<file path="src/rtl/pipeline_hazard_ctrl_if.sv">
// Signal bundle between the hazard controller and the pipeline datapath.
// master = hazard controller (reads decoded fields, drives stall/flush controls)
// slave  = pipeline datapath (drives decoded fields, obeys controls)
interface pipeline_hazard_ctrl_if #(
  parameter int CNT_W = 32
);
  // decoded pipeline state presented to the controller
  logic [6:0]       id_opcode;
  logic [4:0]       id_rs1;
  logic [4:0]       id_rs2;
  logic [4:0]       ex_rd;
  logic             ex_mem_read;
  logic             branch_taken;
  logic             dmem_busy;
  // pipeline register controls
  logic             pc_write;
  logic             if_id_write;
  logic             if_id_flush;
  logic             id_ex_bubble;
  logic             ex_mem_hold;
  // status / performance
  logic             mem_timeout;
  logic [CNT_W-1:0] stall_cycles;
  logic [CNT_W-1:0] flush_events;

  modport master (
    input  id_opcode, id_rs1, id_rs2, ex_rd, ex_mem_read, branch_taken, dmem_busy,
    output pc_write, if_id_write, if_id_flush, id_ex_bubble, ex_mem_hold,
    output mem_timeout, stall_cycles, flush_events
  );

  modport slave (
    output id_opcode, id_rs1, id_rs2, ex_rd, ex_mem_read, branch_taken, dmem_busy,
    input  pc_write, if_id_write, if_id_flush, id_ex_bubble, ex_mem_hold,
    input  mem_timeout, stall_cycles, flush_events
  );
endinterface

</file>
<file path="src/rtl/pipeline_hazard_ctrl.sv">
// Stall/flush controller for the 5-stage pipeline: load-use detection,
// branch flush sequencing, data-memory wait holds, perf counters and a
// sticky memory-timeout flag. Controls are combinational from state+inputs.
module pipeline_hazard_ctrl #(
  parameter int FLUSH_CYCLES = 2,
  parameter int MEM_TIMEOUT  = 255,
  parameter int CNT_W        = 32
) (
  input  logic                    clock_i,
  input  logic                    reset_i,
  pipeline_hazard_ctrl_if.master  hz
);
  localparam int FC_W = (FLUSH_CYCLES < 2) ? 1 : $clog2(FLUSH_CYCLES + 1);
  localparam int WC_W = (MEM_TIMEOUT  < 2) ? 1 : $clog2(MEM_TIMEOUT + 1);

  typedef enum logic [1:0] {
    S_RUN      = 2'd0,
    S_FLUSH    = 2'd1,
    S_MEM_WAIT = 2'd2
  } state_e;

  state_e            state_q, state_d;
  state_e            ret_q, ret_d;
  logic [FC_W-1:0]   flush_cnt_q, flush_cnt_d;
  logic [WC_W-1:0]   wait_cnt_q, wait_cnt_d;
  logic [CNT_W-1:0]  stall_q, stall_d;
  logic [CNT_W-1:0]  flush_ev_q, flush_ev_d;
  logic              tmo_q, tmo_d;

  logic pc_write, if_id_write, if_id_flush, id_ex_bubble, ex_mem_hold;
  logic uses_rs1, uses_rs2, load_use, flush_inc;

  // Decode which source registers the instruction in ID actually reads;
  // LUI/AUIPC/JAL carry garbage in the rs1 field and must not stall.
  always_comb begin
    uses_rs1 = !(hz.id_opcode inside {7'b0110111, 7'b0010111, 7'b1101111});
    uses_rs2 =   hz.id_opcode inside {7'b0110011, 7'b0100011, 7'b1100011};
    load_use = hz.ex_mem_read && (hz.ex_rd != 5'd0) &&
               ((uses_rs1 && (hz.id_rs1 == hz.ex_rd)) ||
                (uses_rs2 && (hz.id_rs2 == hz.ex_rd)));
  end

  // Next-state, control outputs and counter updates.
  always_comb begin
    pc_write     = 1'b1;
    if_id_write  = 1'b1;
    if_id_flush  = 1'b0;
    id_ex_bubble = 1'b0;
    ex_mem_hold  = 1'b0;
    flush_inc    = 1'b0;
    state_d      = state_q;
    ret_d        = ret_q;
    flush_cnt_d  = flush_cnt_q;
    wait_cnt_d   = wait_cnt_q;

    if (!reset_i) begin
      // keep the pipeline filled with bubbles while in reset
      pc_write     = 1'b0;
      if_id_write  = 1'b0;
      if_id_flush  = 1'b1;
      id_ex_bubble = 1'b1;
    end else begin
      unique case (state_q)
        S_RUN: begin
          if (hz.dmem_busy) begin
            pc_write    = 1'b0;
            if_id_write = 1'b0;
            ex_mem_hold = 1'b1;
            state_d     = S_MEM_WAIT;
            ret_d       = S_RUN;
            wait_cnt_d  = WC_W'(1);
          end else if (hz.branch_taken) begin
            if_id_flush  = 1'b1;
            id_ex_bubble = 1'b1;
            flush_inc    = 1'b1;
            if (FLUSH_CYCLES > 1) begin
              state_d     = S_FLUSH;
              flush_cnt_d = FC_W'(FLUSH_CYCLES - 1);
            end
          end else if (load_use) begin
            pc_write     = 1'b0;
            if_id_write  = 1'b0;
            id_ex_bubble = 1'b1;
          end
        end
        S_FLUSH: begin
          if (hz.dmem_busy) begin
            // memory hold wins; remaining flush cycles resume after the wait
            pc_write    = 1'b0;
            if_id_write = 1'b0;
            ex_mem_hold = 1'b1;
            state_d     = S_MEM_WAIT;
            ret_d       = S_FLUSH;
            wait_cnt_d  = WC_W'(1);
          end else begin
            if_id_flush  = 1'b1;
            id_ex_bubble = 1'b1;
            flush_cnt_d  = flush_cnt_q - FC_W'(1);
            if (flush_cnt_q == FC_W'(1)) state_d = S_RUN;
          end
        end
        S_MEM_WAIT: begin
          if (hz.dmem_busy) begin
            pc_write    = 1'b0;
            if_id_write = 1'b0;
            ex_mem_hold = 1'b1;
            if (wait_cnt_q < WC_W'(MEM_TIMEOUT)) wait_cnt_d = wait_cnt_q + WC_W'(1);
          end else begin
            state_d    = ret_q;
            wait_cnt_d = '0;
          end
        end
        default: state_d = S_RUN;
      endcase
    end

    tmo_d      = tmo_q | (hz.dmem_busy && (wait_cnt_d == WC_W'(MEM_TIMEOUT)));
    stall_d    = (!pc_write && (stall_q != '1)) ? stall_q + CNT_W'(1) : stall_q;
    flush_ev_d = (flush_inc && (flush_ev_q != '1)) ? flush_ev_q + CNT_W'(1) : flush_ev_q;
  end

  // State, counters and sticky flag; synchronous active-low reset.
  always_ff @(posedge clock_i) begin
    if (!reset_i) begin
      state_q     <= S_RUN;
      ret_q       <= S_RUN;
      flush_cnt_q <= '0;
      wait_cnt_q  <= '0;
      stall_q     <= '0;
      flush_ev_q  <= '0;
      tmo_q       <= 1'b0;
    end else begin
      state_q     <= state_d;
      ret_q       <= ret_d;
      flush_cnt_q <= flush_cnt_d;
      wait_cnt_q  <= wait_cnt_d;
      stall_q     <= stall_d;
      flush_ev_q  <= flush_ev_d;
      tmo_q       <= tmo_d;
    end
  end

  assign hz.pc_write     = pc_write;
  assign hz.if_id_write  = if_id_write;
  assign hz.if_id_flush  = if_id_flush;
  assign hz.id_ex_bubble = id_ex_bubble;
  assign hz.ex_mem_hold  = ex_mem_hold;
  assign hz.mem_timeout  = tmo_q;
  assign hz.stall_cycles = stall_q;
  assign hz.flush_events = flush_ev_q;

endmodule
</file>
<file path="src/flat_wrapper.sv">
// flat-port wrapper written by rule: the top's interface ports become plain ports
module pipeline_hazard_ctrl_flat 
#(
  parameter int FLUSH_CYCLES = 2,
  parameter int MEM_TIMEOUT  = 255,
  parameter int CNT_W        = 32
)
  (clock_i, reset_i, hz_id_opcode, hz_id_rs1, hz_id_rs2, hz_ex_rd, hz_ex_mem_read, hz_branch_taken, hz_dmem_busy, hz_pc_write, hz_if_id_write, hz_if_id_flush, hz_id_ex_bubble, hz_ex_mem_hold, hz_mem_timeout, hz_stall_cycles, hz_flush_events);
  pipeline_hazard_ctrl_if #(.CNT_W(CNT_W)) hz_i ();
  input  logic clock_i;
  input  logic reset_i;
  input wire logic [$bits(hz_i.id_opcode)-1:0] hz_id_opcode;
  input wire logic [$bits(hz_i.id_rs1)-1:0] hz_id_rs1;
  input wire logic [$bits(hz_i.id_rs2)-1:0] hz_id_rs2;
  input wire logic [$bits(hz_i.ex_rd)-1:0] hz_ex_rd;
  input wire logic [$bits(hz_i.ex_mem_read)-1:0] hz_ex_mem_read;
  input wire logic [$bits(hz_i.branch_taken)-1:0] hz_branch_taken;
  input wire logic [$bits(hz_i.dmem_busy)-1:0] hz_dmem_busy;
  output wire logic [$bits(hz_i.pc_write)-1:0] hz_pc_write;
  output wire logic [$bits(hz_i.if_id_write)-1:0] hz_if_id_write;
  output wire logic [$bits(hz_i.if_id_flush)-1:0] hz_if_id_flush;
  output wire logic [$bits(hz_i.id_ex_bubble)-1:0] hz_id_ex_bubble;
  output wire logic [$bits(hz_i.ex_mem_hold)-1:0] hz_ex_mem_hold;
  output wire logic [$bits(hz_i.mem_timeout)-1:0] hz_mem_timeout;
  output wire logic [$bits(hz_i.stall_cycles)-1:0] hz_stall_cycles;
  output wire logic [$bits(hz_i.flush_events)-1:0] hz_flush_events;
  assign hz_i.id_opcode = hz_id_opcode;
  assign hz_i.id_rs1 = hz_id_rs1;
  assign hz_i.id_rs2 = hz_id_rs2;
  assign hz_i.ex_rd = hz_ex_rd;
  assign hz_i.ex_mem_read = hz_ex_mem_read;
  assign hz_i.branch_taken = hz_branch_taken;
  assign hz_i.dmem_busy = hz_dmem_busy;
  assign hz_pc_write = hz_i.pc_write;
  assign hz_if_id_write = hz_i.if_id_write;
  assign hz_if_id_flush = hz_i.if_id_flush;
  assign hz_id_ex_bubble = hz_i.id_ex_bubble;
  assign hz_ex_mem_hold = hz_i.ex_mem_hold;
  assign hz_mem_timeout = hz_i.mem_timeout;
  assign hz_stall_cycles = hz_i.stall_cycles;
  assign hz_flush_events = hz_i.flush_events;
  pipeline_hazard_ctrl #(.FLUSH_CYCLES(FLUSH_CYCLES), .MEM_TIMEOUT(MEM_TIMEOUT), .CNT_W(CNT_W)) u_core (.clock_i(clock_i), .reset_i(reset_i), .hz(hz_i));
endmodule
</file>
<file path="config.mk">
export PLATFORM = sky130hd
export DESIGN_NAME = pipeline_hazard_ctrl_flat
export DESIGN_NICKNAME = d
export VERILOG_FILES = /design/src/rtl/pipeline_hazard_ctrl_if.sv /design/src/rtl/pipeline_hazard_ctrl.sv /design/src/flat_wrapper.sv
export SDC_FILE = /design/constraint.sdc
export NUM_CORES = 1
export LEC_CHECK = 0
export CAP_MARGIN = 30
export CORE_ASPECT_RATIO = 1.5
export CORE_MARGIN = 8
export CORE_UTILIZATION = 52
export CTS_BUF_LIST = sky130_fd_sc_hd__clkbuf_2 sky130_fd_sc_hd__clkbuf_4 sky130_fd_sc_hd__clkbuf_8
export DETAILED_ROUTE_END_ITERATION = 7
export PLACE_DENSITY = 0.88
export SLEW_MARGIN = 0
export SYNTH_ARGS = -nofsm -noshare
export SYNTH_HDL_FRONTEND = slang
export SYNTH_SLANG_ARGS = --single-unit
export TNS_END_PERCENT = 50
</file>
<file path="constraint.sdc">
create_clock -name clock_i -period 3.1 [get_ports clock_i]
set_input_delay 0.62 -clock clock_i [delete_from_list [all_inputs] [get_ports clock_i]]
set_output_delay 0.62 -clock clock_i [all_outputs]
set_load 0.01 [all_outputs]
</file>
**Run 1: cells by drive strength**

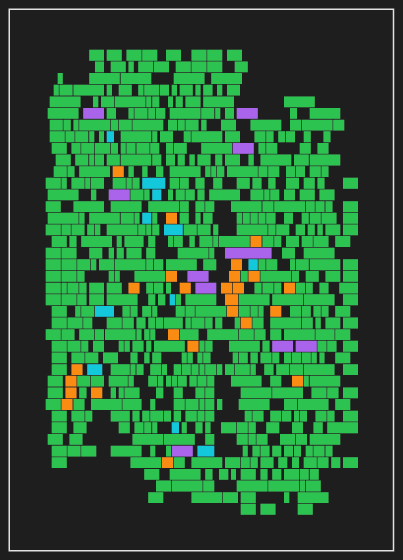
[green] x1 and smaller | cells: 576 | share: 93%
[cyan] x2 | cells: 11 | share: 1.8%
[orange] x3 and x4 | cells: 25 | share: 4.0%
[purple] x6 and larger | cells: 10 | share: 1.6%

**Run 1: track usage over the die**

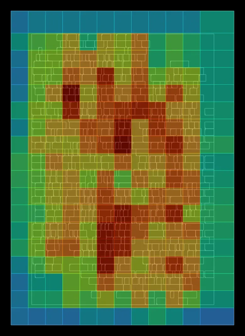
GR Util met1: 0.2285
Routed WL per cell: 15.59 um
Global Route Usage Sum: 0.2083
routing usage on met2: 0.3609
fin util: 0.6950

**Run 1: cell classes on the final placement**

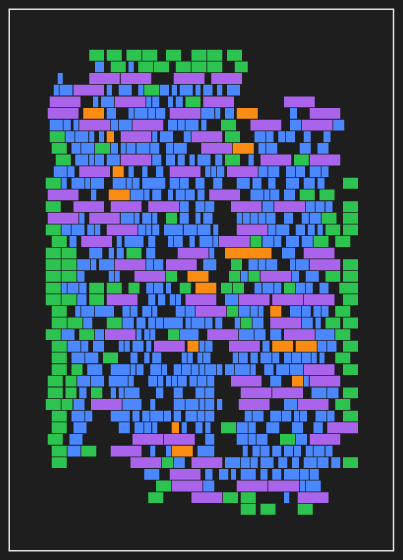
[orange] clock drivers and dummy loads | cells: 16
[blue] remaining logic cells | cells: 412
[green] remaining buffers and delay cells | cells: 116
[purple] registers | cells: 78

==> results_dict.tcl, run 1 <==
# implementation run metrics
set metrics [dict create \
    outcome "complete, but fails checks" \
    violations "negative setup slack" \
    areaGrowthSynthToFinish_pct 31.43 \
    nMultiInputCombCells 400 \
    clkCellAreaFrac 0.03507 \
    syn_area_sq_um 4208 \
    async_flop_share 0 \
    critical_path_class "input pin to primary output" \
    p_total_mw 2.174 \
    p_per_area_nw_per_um2 393.0 \
    clock_power_share 0.347 \
    post-route-period-util 1.026 \
    crit_start "hz_ex_rd[0]" \
    wl_met3_um 866 \
    warnings 31 \
    hold-path-endpoint "u_core.hz.mem_timeout$_SDFF_PN0_" \
    yosys_warnings 0 \
    combPwrFrac 0.170 \
    crit_top_cell "clkdlybuf4s50_1" \
    die_h_um 126.2 \
    r2r_cells 9 \
    nFlopsAndLatches 78 \
    p_int_mw 1.571 \
    numSynthFlops 78 \
    drt_iter0_markers 189 \
    ir_drop_mv 0.4065 \
    synth-adder-area-share 0.02379 \
    wl_um 11330 \
    crit_path_end_kind "primary output" \
    seq_area_sq_um 1562 \
    top_layer_used "met4" \
    regToRegStartpoint "u_core.state_q[0]$_SDFFE_PN0P_" \
    path_buffers 3 \
    num_vias 4330 \
    clk_pin_slew_worst_paths_ns 0.07 \
    pwr-share-seq 0.483 \
    cts_tree "built" \
    routabilityCongestion 0.8213 \
    seq_share 0.2824 \
    ys_chip_area_sq_um 4208 \
    instances_no_fill 727 \
    clk_latency_ns 0.35 \
    synth_cells 514 \
    slew_violations 0 \
    use_met3 0.05794 \
    drcViolationCount 0 \
    top_cell_area_share 0.3711 \
    tightestPinTransition_ns 0.6611 \
    ys.flop_type "dfxtp_1" \
    path_cells "clkdlybuf4s50_1 -> buf_4 -> xor2_1 -> nor3_1 -> and4_1 -> o211ai_1 -> nand2b_1 -> clkdlybuf4s50_1" \
    edf_count 0 \
    tap_cells 105 \
    antenna_cells 0 \
    fin_skew_ns 0.007669 \
    syn_avg_cell_area_sq_um 8.186 \
    ys_sh_xor 0.08118 \
    hold_viol_final 0 \
    grt_max_degree 62 \
    common_cells "dfxtp_1, nor2_1, a21oi_1, nand3_1, nand2_1" \
    slew_headroom 0.5593 \
    grt.busiest_layer "met2" \
    final_nets 652 \
    cp-endpoint "hz_id_ex_bubble" \
    dpl.cell_count 709 \
    min_path_cells 1 \
    ys_seq_share 0.3711 \
    final_cell_area_sq_um 5530 \
    mux_share 0.02141 \
    grt_pass1_wl_um 19320 \
    setup_viol 2 \
    compound_area_frac 0.1398 \
    vias_per_cell 5.956 \
    ios 97 \
    m1WireLength_um 4360 \
    worst_setup_path_start_kind "input pin" \
    cp_top_family "buffers and inverters" \
    drive_gt1_frac 0.07395 \
    met2_length_um 5893 \
    synth.largest_area_cell "dfxtp_1" \
    finalCriticalPeriod_ns 3.181 \
    yosysCellCount 514 \
    worstPathRequired_ns 2.48 \
    setup_ws_ns -0.08066 \
    dominant_cells "logic gates" \
    hold_buffers 0 \
    cts_buffers 9 \
    grt_setup_unrepaired "yes" \
    grt_antenna_before_repair 0 \
    p_sw_frac 0.2775 \
    root_buffer "clkbuf_8" \
    portBuffers 96 \
    cp_num_cells 8 \
    crit_arrival_ns 2.56 \
    chipArea_sq_um 11290 \
    r2r_setup_slack_ns 0.58 \
    postRouteAntennaNets 0 \
    fillers 648 \
    hold_class "register to register" \
    nNonClkInverters 12 \
    post-place-ws_ns -0.2481 \
    nNonClkBuffers 116 \
    slowest_stage "clkdlybuf4s50_1" \
    rows 40 \
    simple_gate_share 0.3247 \
    max_stage_delay_ns 0.57 \
    drv_cap 0 \
    synth_top_cell_by_count "dfxtp_1" \
    die_x_um 89.45 \
    logic_family "simple AND/OR/NAND/NOR gates" \
    initCoreUtil 0.5288 \
    r2r_end "u_core.hz.stall_cycles[5]$_SDFFE_PN0P_" \
    comb_area_frac 0.4495 \
    hp-start "u_core.hz.mem_timeout$_SDFF_PN0_" \
    core-area_sq_um 7958 \
    clockBufferDepth 2 \
    place_area_sq_um 5320 \
    dpl.hpwl_um 8294 \
    switchingPower_mw 0.6031 \
    combGateArea_sq_um 2486 \
    fmax_mhz 314.4 \
    nonClkBufAreaFrac 0.2011 \
    clock_buffers 10 \
    top_cells_by_area "dfxtp_1, xor2_1, nor2_1" \
    path_max_fanout 2 \
    cts_sinks 78 \
]
-- run 1: metrics by stage --
stage	setup TNS (ns)	hold slack, ns
floorplan	0	0.4465
global placement	-0.4129	0.4601
detailed placement	-0.5930	0.4613
CTS	-0.3494	0.4749
global route	-0.3550	0.5092
finish	-0.1252	0.4742
-- run 1: power groups by stage --
stage | Clock [mW] | Combinational (mW) | Sequential (mW)
2_1_floorplan | 0 | 0.223 | 1.07
3_3_place_gp | 0 | 0.353 | 1.07
3_5_place_dp | 0 | 0.367 | 1.07
4_1_cts | 0.763 | 0.367 | 1.05
5_1_grt | 0.808 | 0.411 | 1.06
6_report | 0.754 | 0.370 | 1.05
-- run 1: what timing repair did --
item	4_1_cts	5_1_grt
resized	1	2
setup buffers	0	2
pin swaps	0	2
endpoints found under the setup margin	3	3
-- run 1: layout by cell type (no fill, tap or decap), drive strengths merged, types with 3 or more instances in the layout --
| cell | netlist | final |
|---|---|---|
| or4 | 18 | 18 |
| dfxtp | 78 | 78 |
| nor2 | 56 | 56 |
| mux2i | 9 | 9 |
| o21a | 3 | 3 |
| xnor2 | 15 | 15 |
| nand3 | 36 | 36 |
| nor4 | 3 | 3 |
| nand2b | 12 | 12 |
| inv | 12 | 12 |
| clkdlybuf4s50 | 0 | 94 |
| clkbuf | 16 | 10 |
| o31ai | 17 | 17 |
| buf | 8 | 20 |
| a21oi | 36 | 36 |
| nor3b | 4 | 4 |
| or3 | 7 | 7 |
| clkinvlp | 0 | 3 |
| o21ai | 15 | 15 |
| and4 | 13 | 13 |
| ha | 8 | 8 |
| xor2 | 24 | 24 |
| nor2b | 4 | 4 |
| nor3 | 10 | 10 |
| nand2 | 35 | 35 |
| nand4 | 24 | 24 |
| and3 | 17 | 17 |
| a31oi | 7 | 7 |
| and2 | 9 | 9 |
==> inputs of run 2 (changes only) <==
- CTS_CLUSTER_DIAMETER: default -> 120
**Run 2: cell classes on the final placement**

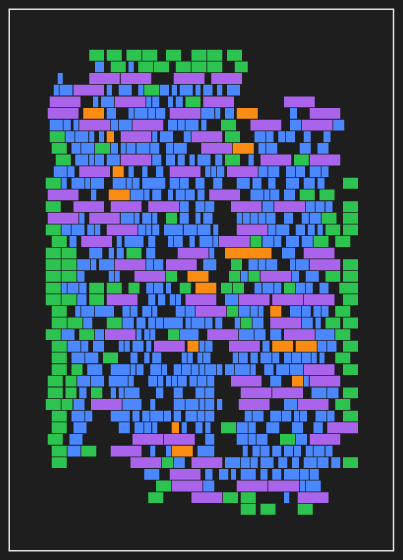
[purple] registers | cells: 78
[blue] remaining logic cells | cells: 412
[orange] clock drivers and dummy loads | cells: 16
[green] remaining buffers and delay cells | cells: 116

==> run 2 against run 1 <==
Compared with the run above:
- the run still ends with negative setup slack left
- die area stayed put
- sequential share of layout area is the same
- critical path depth stayed put
- core utilization did not move
- worst setup slack unchanged
- sequential power about the same
- power unchanged
- clock power is essentially flat
- clock skew unchanged
- synthesized area unchanged
- via count is the same
==> results_dict.tcl, run 2 <==
# implementation run metrics
set metrics [dict create \
    p_per_area_nw_per_um2 393.0 \
    simple_gate_share 0.3247 \
    top_cell_area_share 0.3711 \
    warnings 31 \
    r2r_cells 9 \
    antenna_cells 0 \
    drive_gt1_frac 0.07395 \
    die_x_um 89.45 \
    dpl.cell_count 709 \
    grt_antenna_before_repair 0 \
    initCoreUtil 0.5288 \
    synth_cells 514 \
    dpl.hpwl_um 8294 \
    rows 40 \
    slowest_stage "clkdlybuf4s50_1" \
    final_cell_mix "clkdlybuf4s50_1, dfxtp_1, nor2_1" \
    num_vias 4330 \
    drv_cap 0 \
    p_total_mw 2.174 \
    ir_drop_mv 0.4065 \
    syn_avg_cell_area_sq_um 8.186 \
    track_usage 0.2083 \
    fillers 648 \
    core-area_sq_um 7958 \
    clk_pin_slew_worst_paths_ns 0.07 \
    routabilityCongestion 0.8213 \
    ys_seq_share 0.3711 \
    crit_path_end_kind "primary output" \
    critical_path_class "input pin to primary output" \
    syn_area_sq_um 4208 \
    root_buffer "clkbuf_8" \
    fmax_mhz 314.4 \
    setup_ws_ns -0.08066 \
    ys.flop_type "dfxtp_1" \
    instances_no_fill 727 \
    portBuffers 96 \
    yosys_warnings 0 \
    slew_violations 0 \
    finalCriticalPeriod_ns 3.181 \
    avgRoutedWirePerCell_um 15.59 \
    cts_sinks 78 \
    outcome "complete, but fails checks" \
    violations "negative setup slack" \
    clockBufferDepth 2 \
    drt_iter0_markers 189 \
    tns_ns -0.1252 \
    mux_share 0.02141 \
    areaGrowthSynthToFinish_pct 31.43 \
    post-route-util 0.6950 \
    compound_area_frac 0.1398 \
    hp-start "u_core.hz.mem_timeout$_SDFF_PN0_" \
    synth_top_cell_by_count "dfxtp_1" \
    min_path_cells 1 \
    ys_chip_area_sq_um 4208 \
    slew_headroom 0.5593 \
    hold_viol_final 0 \
    edf_count 0 \
    grt_max_degree 62 \
    cts_buffers 9 \
    setup_viol 2 \
    die_h_um 126.2 \
    hold-path-endpoint "u_core.hz.mem_timeout$_SDFF_PN0_" \
    path_max_fanout 2 \
    ys_sh_xor 0.08118 \
    postRouteAntennaNets 0 \
    drcViolationCount 0 \
    crit_arrival_ns 2.56 \
    crit_start "hz_ex_rd[0]" \
    vias_per_cell 5.956 \
    fin_skew_ns 0.007669 \
    r2r_end "u_core.hz.stall_cycles[5]$_SDFFE_PN0P_" \
    async_flop_share 0 \
    post-route-period-util 1.026 \
    numSynthFlops 78 \
    path_cells "clkdlybuf4s50_1 -> buf_4 -> xor2_1 -> nor3_1 -> and4_1 -> o211ai_1 -> nand2b_1 -> clkdlybuf4s50_1" \
]
## run 2: area by class of cell
cell class	count	area, sq um	share of cell area
clock inverter	6	62.56	0.01131
timing repair buffer	116	1112	0.2011
sequential	78	1562	0.2824
tap	105	131.4	0.02376
inverter	12	45.04	0.008145
multi-input combinational	400	2486	0.4495
clock buffer	10	131.4	0.02376
## run 2: routing by layer
metal / part of all wire / up-vias / track usage
li1: - / 2090 / -
met1: 0.38 / 2056 / 0.2285
met2: 0.52 / 165 / 0.3609
met3: 0.076 / 19 / 0.05794
met4: 0.019 / 0 / 0.08268
met5: 0 / - / 0
## run 2: logic make-up after synthesis
kind of cell    Yosys count
mux                       9
compound gates           94
fa+ha+maj                 8
buf+inv                  36
xor+xnor                 39
flops                    78
simple gates            250
## run 2: per-stage QoR
stage | setup WS [ns] | cell area (sq um)
2_1_floorplan | 0.3944 | 4208
3_3_place_gp | -0.2044 | 5320
3_5_place_dp | -0.2481 | 5320
4_1_cts | -0.2412 | 5513
5_1_grt | -0.2015 | 5530
6_report | -0.08066 | 5530
## run 2: repair_timing
item | CTS | global route
endpoints found under the setup margin | 3 | 3
resized | 1 | 2
setup buffers | 0 | 2
hold buffers | 0 | 0
pin swaps | 0 | 2
## run 2: where the power goes
group | internal [mW] | total [mW] | switching, mW
logic | 0.168 | 0.370 | 0.202
clock network | 0.378 | 0.754 | 0.376
registers | 1.03 | 1.05 | 0.0247
total | 1.57 | 2.17 | 0.603
## run 2: critical path, delay by kind of cell
kind                   cells  cell delay (ns)
AND/OR/NAND/NOR            3             0.57
buffers and inverters      3             1.14
XOR/XNOR                   1             0.15
AND-OR/OR-AND              1             0.09
==> inputs of run 3 (changes only) <==
- ABC_CLOCK_PERIOD_IN_PS: default -> 3100
**Run 3: track usage over the die**

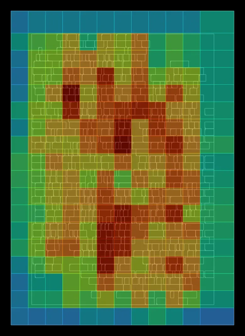
GRT busiest layer: met2
M3 GR Usage: 0.05794

==> run 3 against run 2 <==
Compared with the run above:
- the flow still finishes with violations (negative setup slack)
- sequential power is essentially flat
- register-to-register slack is essentially flat
- die area is the same
- power is the same
- sequential cell count is the same
==> results_dict.tcl, run 3 <==
# implementation run metrics
set metrics [dict create \
    setup_ws_ns -0.08066 \
    top_cells_by_area "dfxtp_1, xor2_1, nor2_1" \
    drive_gt1_frac 0.07395 \
    regToRegStartpoint "u_core.state_q[0]$_SDFFE_PN0P_" \
    final_cell_mix "clkdlybuf4s50_1, dfxtp_1, nor2_1" \
    dpl.hpwl_um 8294 \
    path_max_fanout 2 \
    ios 97 \
    chipArea_sq_um 11290 \
    worst_hold_slack_ns 0.4742 \
    vias_per_cell 5.956 \
    root_buffer "clkbuf_8" \
    hp-start "u_core.hz.mem_timeout$_SDFF_PN0_" \
    outcome "complete, but fails checks" \
    slew_headroom 0.5593 \
    ys_sh_xor 0.08118 \
    portBuffers 96 \
    cts_buffers 9 \
    final_nets 652 \
    antenna_cells 0 \
    die_x_um 89.45 \
    hold_viol_final 0 \
    syn_avg_cell_area_sq_um 8.186 \
    violations "negative setup slack" \
    worstPathRequired_ns 2.48 \
    ir_drop_mv 0.4065 \
    crit_arrival_ns 2.56 \
    grt_pass1_wl_um 19320 \
    path_buffers 3 \
    hold-path-endpoint "u_core.hz.mem_timeout$_SDFF_PN0_" \
    drv_cap 0 \
    cts_tree "built" \
    max_stage_delay_ns 0.57 \
    fin_skew_ns 0.007669 \
    initCoreUtil 0.5288 \
    p_total_mw 2.174 \
    async_flop_share 0 \
    edf_count 0 \
    warnings 31 \
    simple_gate_share 0.3247 \
    top_cell_area_share 0.3711 \
    critical_path_class "input pin to primary output" \
    drt_iter0_markers 189 \
    common_cells "dfxtp_1, nor2_1, a21oi_1, nand3_1, nand2_1" \
    path_cells "clkdlybuf4s50_1 -> buf_4 -> xor2_1 -> nor3_1 -> and4_1 -> o211ai_1 -> nand2b_1 -> clkdlybuf4s50_1" \
    rows 40 \
    synth.largest_area_cell "dfxtp_1" \
    instances_no_fill 727 \
    yosysCellCount 514 \
    hold_class "register to register" \
    fillers 648 \
    tns_ns -0.1252 \
    ys_chip_area_sq_um 4208 \
    num_vias 4330 \
    r2r_setup_slack_ns 0.58 \
    setup_viol 2 \
    areaGrowthSynthToFinish_pct 31.43 \
    clockBufferDepth 2 \
    r2r_end "u_core.hz.stall_cycles[5]$_SDFFE_PN0P_" \
    slew_violations 0 \
    clk_pin_slew_worst_paths_ns 0.07 \
    cp_top_family "buffers and inverters" \
]
-- run 3: cell counts after synthesis --
No cell type changed its count.
-- run 3: where the power goes --
group | switching [mW] | internal [mW] | total [mW]
clock network | 0.376 | 0.378 | 0.754
registers | 0.0247 | 1.03 | 1.05
logic | 0.202 | 0.168 | 0.370
-- run 3: layout make-up --
cell class | count | area [sq um] | area share
clock buffers | 10 | 131.4 | 0.02376
clock inverters | 6 | 62.56 | 0.01131
inverters | 12 | 45.04 | 0.008145
multi-input cells | 400 | 2486 | 0.4495
flip-flops and latches | 78 | 1562 | 0.2824
well taps | 105 | 131.4 | 0.02376
repair buffers | 116 | 1112 | 0.2011
-- run 3: worst max path at each step --
stage / from / end / slack (ns) / depth (start not counted)
3_5_place_dp: hz_ex_rd[0] / hz_pc_write / -0.25 / 7
2_1_floorplan: hz_ex_rd[0] / hz_pc_write / 0.39 / 8
5_1_grt: hz_ex_rd[4] / hz_id_ex_bubble / -0.20 / 8
6_report: hz_ex_rd[0] / hz_id_ex_bubble / -0.08 / 8
4_1_cts: hz_ex_rd[0] / hz_if_id_write / -0.24 / 7
3_3_place_gp: hz_ex_rd[0] / hz_pc_write / -0.20 / 7
-- run 3: kinds of logic after synthesis --
kind of cell	count (synthesis)
adder cells (fa/ha/maj)	8
buffers and inverters	36
XOR/XNOR	39
flip-flops	78
multiplexers	9
AND-OR/OR-AND	94
AND/OR/NAND/NOR	250
-- run 3: layer usage --
metal  up-vias  track usage  routed length, um
li1       2090            -                  -
met1      2056       0.2285               4360
met2       165       0.3609               5893
met3        19      0.05794                866
met4         0      0.08268                212
met5         -            0                  0
-- run 3: repair_timing --
item / in CTS / in global routing
setup endpoints to repair: 3 / 3
pin swaps: 0 / 2
gates resized: 1 / 2
setup buffers: 0 / 2
Power is estimated from default activity; no workload was simulated.
